==> images/met3.png <==
Scale: 3 px per µm.
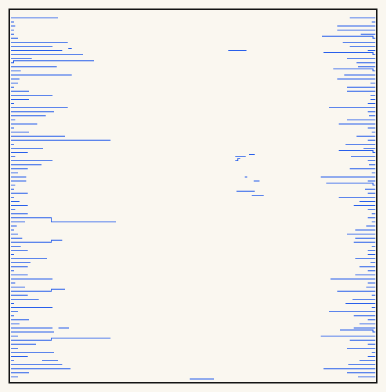
==> images/cell_classes.png <==
Scale: 2 px per µm.
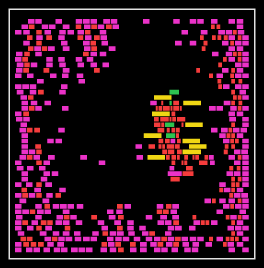
### config.mk
export PLATFORM = sky130hd
export DESIGN_NAME = spi_mem_arbiter
export DESIGN_NICKNAME = d
export VERILOG_FILES = /design/src/rtl/spi_mem_arbiter.sv
export SDC_FILE = /design/constraint.sdc
export NUM_CORES = 1
export LEC_CHECK = 0
export CAP_MARGIN = 20
export CORE_AREA = 2 2 120 122
export CTS_BUF_LIST = sky130_fd_sc_hd__clkbuf_8
export DETAILED_ROUTE_END_ITERATION = 8
export DIE_AREA = 0 0 122 124
export GPL_ROUTABILITY_DRIVEN = 0
export PLACE_DENSITY = 0.6
export SYNTH_ARGS = -nofsm -noshare
export SYNTH_HDL_FRONTEND = slang
export SYNTH_SLANG_ARGS = --single-unit
### constraint.sdc
create_clock -name clk_i -period 4.9 [get_ports clk_i]
set_input_delay 0.98 -clock clk_i [delete_from_list [all_inputs] [get_ports clk_i]]
set_output_delay 0.98 -clock clk_i [all_outputs]
set_load 0.01 [all_outputs]
### src/rtl/spi_mem_arbiter.sv
// ---------------------------------------------------------------------------
// spi_mem_arbiter
//
// Shares one synchronous SRAM port between the core data interface and the
// SPI slave memory bridge. Round-robin between the two requesters, with an
// SPI lock that keeps the port for multi-word SPI bursts. A lock timeout
// (MAX_LOCK consecutive SPI grants) hands the port back so the core cannot
// starve. Responses come back one cycle after the grant and are routed to
// whichever requester owned that access.
//
// Ports
//   clk_i, rst_i               clock, asynchronous active-high reset
//   core_*_i / core_*_o        core request (req/we/addr/wdata/be) and
//                              response (gnt/rvalid/rdata)
//   spi_*_i / spi_*_o          SPI bridge equivalents, plus spi_lock_i
//   mem_*_o / mem_rdata_i      SRAM port; read data valid one cycle after
//                              mem_req_o
//   locked_o                   arbiter is in the LOCKED state
// ---------------------------------------------------------------------------
module spi_mem_arbiter #(
    parameter int ADDR_W   = 32,
    parameter int DATA_W   = 32,
    parameter int MAX_LOCK = 16
) (
    input  logic                clk_i,
    input  logic                rst_i,
    input  logic                core_req_i,
    input  logic                core_we_i,
    input  logic [ADDR_W-1:0]   core_addr_i,
    input  logic [DATA_W-1:0]   core_wdata_i,
    input  logic [DATA_W/8-1:0] core_be_i,
    output logic                core_gnt_o,
    output logic                core_rvalid_o,
    output logic [DATA_W-1:0]   core_rdata_o,
    input  logic                spi_req_i,
    input  logic                spi_we_i,
    input  logic [ADDR_W-1:0]   spi_addr_i,
    input  logic [DATA_W-1:0]   spi_wdata_i,
    input  logic [DATA_W/8-1:0] spi_be_i,
    input  logic                spi_lock_i,
    output logic                spi_gnt_o,
    output logic                spi_rvalid_o,
    output logic [DATA_W-1:0]   spi_rdata_o,
    output logic                mem_req_o,
    output logic                mem_we_o,
    output logic [ADDR_W-1:0]   mem_addr_o,
    output logic [DATA_W-1:0]   mem_wdata_o,
    output logic [DATA_W/8-1:0] mem_be_o,
    input  logic [DATA_W-1:0]   mem_rdata_i,
    output logic                locked_o
);

    localparam int BE_W  = DATA_W / 8;
    localparam int CNT_W = $clog2(MAX_LOCK) + 1;
    localparam logic [CNT_W-1:0] LOCK_LAST = CNT_W'(MAX_LOCK - 1);

    typedef enum logic {
        ST_ARB    = 1'b0,
        ST_LOCKED = 1'b1
    } state_t;

    state_t             state_q, state_d;
    logic               last_spi_q, last_spi_d;   // 1: SPI was granted most recently
    logic [CNT_W-1:0]   lock_cnt_q, lock_cnt_d;   // SPI grants in the current lock
    logic               rvalid_q, rvalid_d;       // an access was accepted last cycle
    logic               owner_spi_q, owner_spi_d; // that access belonged to SPI

    logic               core_gnt;
    logic               spi_gnt;
    logic               resp_live;

    // Grants are combinational from the live requests and registered state.
    // Reset forces every grant low so nothing reaches the SRAM.
    always_comb begin
        core_gnt = 1'b0;
        spi_gnt  = 1'b0;
        if (!rst_i) begin
            if (state_q == ST_LOCKED) begin
                spi_gnt = spi_req_i;
            end else if (core_req_i && spi_req_i) begin
                // Conflict: the side not granted most recently wins.
                if (last_spi_q) begin
                    core_gnt = 1'b1;
                end else begin
                    spi_gnt = 1'b1;
                end
            end else begin
                core_gnt = core_req_i;
                spi_gnt  = spi_req_i;
            end
        end
    end

    always_comb begin
        state_d     = state_q;
        last_spi_d  = last_spi_q;
        lock_cnt_d  = lock_cnt_q;
        rvalid_d    = core_gnt | spi_gnt;
        owner_spi_d = spi_gnt;

        if (state_q == ST_ARB) begin
            if (core_gnt) begin
                last_spi_d = 1'b0;
            end
            if (spi_gnt) begin
                last_spi_d = 1'b1;
                if (spi_lock_i) begin
                    state_d    = ST_LOCKED;
                    lock_cnt_d = CNT_W'(1);
                end
            end
        end else begin
            if (spi_gnt && (lock_cnt_q == LOCK_LAST)) begin
                // Timeout: leave with SPI marked as most recent so a
                // waiting core wins the next conflict.
                state_d    = ST_ARB;
                last_spi_d = 1'b1;
                lock_cnt_d = '0;
            end else begin
                if (spi_gnt) begin
                    lock_cnt_d = lock_cnt_q + CNT_W'(1);
                end
                // A grant in the same cycle as the lock drop still happens;
                // the return to ARB takes effect at the edge.
                if (!spi_lock_i) begin
                    state_d    = ST_ARB;
                    lock_cnt_d = '0;
                end
            end
        end
    end

    always_ff @(posedge clk_i or posedge rst_i) begin
        if (rst_i) begin
            state_q     <= ST_ARB;
            last_spi_q  <= 1'b1;
            lock_cnt_q  <= '0;
            rvalid_q    <= 1'b0;
            owner_spi_q <= 1'b0;
        end else begin
            state_q     <= state_d;
            last_spi_q  <= last_spi_d;
            lock_cnt_q  <= lock_cnt_d;
            rvalid_q    <= rvalid_d;
            owner_spi_q <= owner_spi_d;
        end
    end

    // SRAM port follows the winner; idle cycles drive zeros.
    always_comb begin
        mem_we_o    = 1'b0;
        mem_addr_o  = '0;
        mem_wdata_o = '0;
        mem_be_o    = '0;
        if (core_gnt) begin
            mem_we_o    = core_we_i;
            mem_addr_o  = core_addr_i;
            mem_wdata_o = core_wdata_i;
            mem_be_o    = core_be_i;
        end else if (spi_gnt) begin
            mem_we_o    = spi_we_i;
            mem_addr_o  = spi_addr_i;
            mem_wdata_o = spi_wdata_i;
            mem_be_o    = spi_be_i;
        end
    end

    assign mem_req_o  = core_gnt | spi_gnt;
    assign core_gnt_o = core_gnt;
    assign spi_gnt_o  = spi_gnt;

    // The response is gated by reset as well, so a response that was in
    // flight when reset arrived is never seen.
    assign resp_live     = rvalid_q & ~rst_i;
    assign core_rvalid_o = resp_live & ~owner_spi_q;
    assign spi_rvalid_o  = resp_live &  owner_spi_q;
    assign core_rdata_o  = core_rvalid_o ? mem_rdata_i : '0;
    assign spi_rdata_o   = spi_rvalid_o  ? mem_rdata_i : '0;

    assign locked_o = (state_q == ST_LOCKED) & ~rst_i;

    logic unused_be_w;
    assign unused_be_w = (BE_W == 0);

endmodule
==> flow_metrics.env <==
# flow metrics
export IMPL_top_cell="a22o_1"
export IMPL_cts_buffers=3
export IMPL_synth_nets=389
export IMPL_logic_area_um2=1330
export IMPL_power_density_nw_per_um2=123
export IMPL_ys_area_um2=1730
export IMPL_irDropWorstVdd_mv=0.0578
export IMPL_crit_end="mem_addr_o[0]"
export IMPL_total_power_mw=0.623
export IMPL_largest_register="lock_cnt_q"
export IMPL_wl_met3_um=1340
export IMPL_dieWidth_um=122
export IMPL_ys_cells=212
export IMPL_hold_path_end="lock_cnt_q[4]"
export IMPL_fp_util=0.126
export IMPL_largest_reg_flops=5
export IMPL_period_used=0.858
export IMPL_rows=43
export IMPL_status="completed"
export IMPL_path_buffers=3
Back to the opening pictures, met3.png:
The layer holds 11% of the routed length. The wires run mostly horizontal. The layer carries 1340 µm of wire. The longest straight run is 32.9 µm. 187 nets have wire on it.

Back to the opening pictures, cell_classes.png:
Yellow stands for flip-flops, cells 9, share of their area 4.7%. Green stands for clock drivers and dummy loads, cells 4, share of their area 0.94%. Red stands for all other logic, cells 180, share of their area 28%. Magenta stands for other buffers and delay cells, cells 318, share of their area 66%.

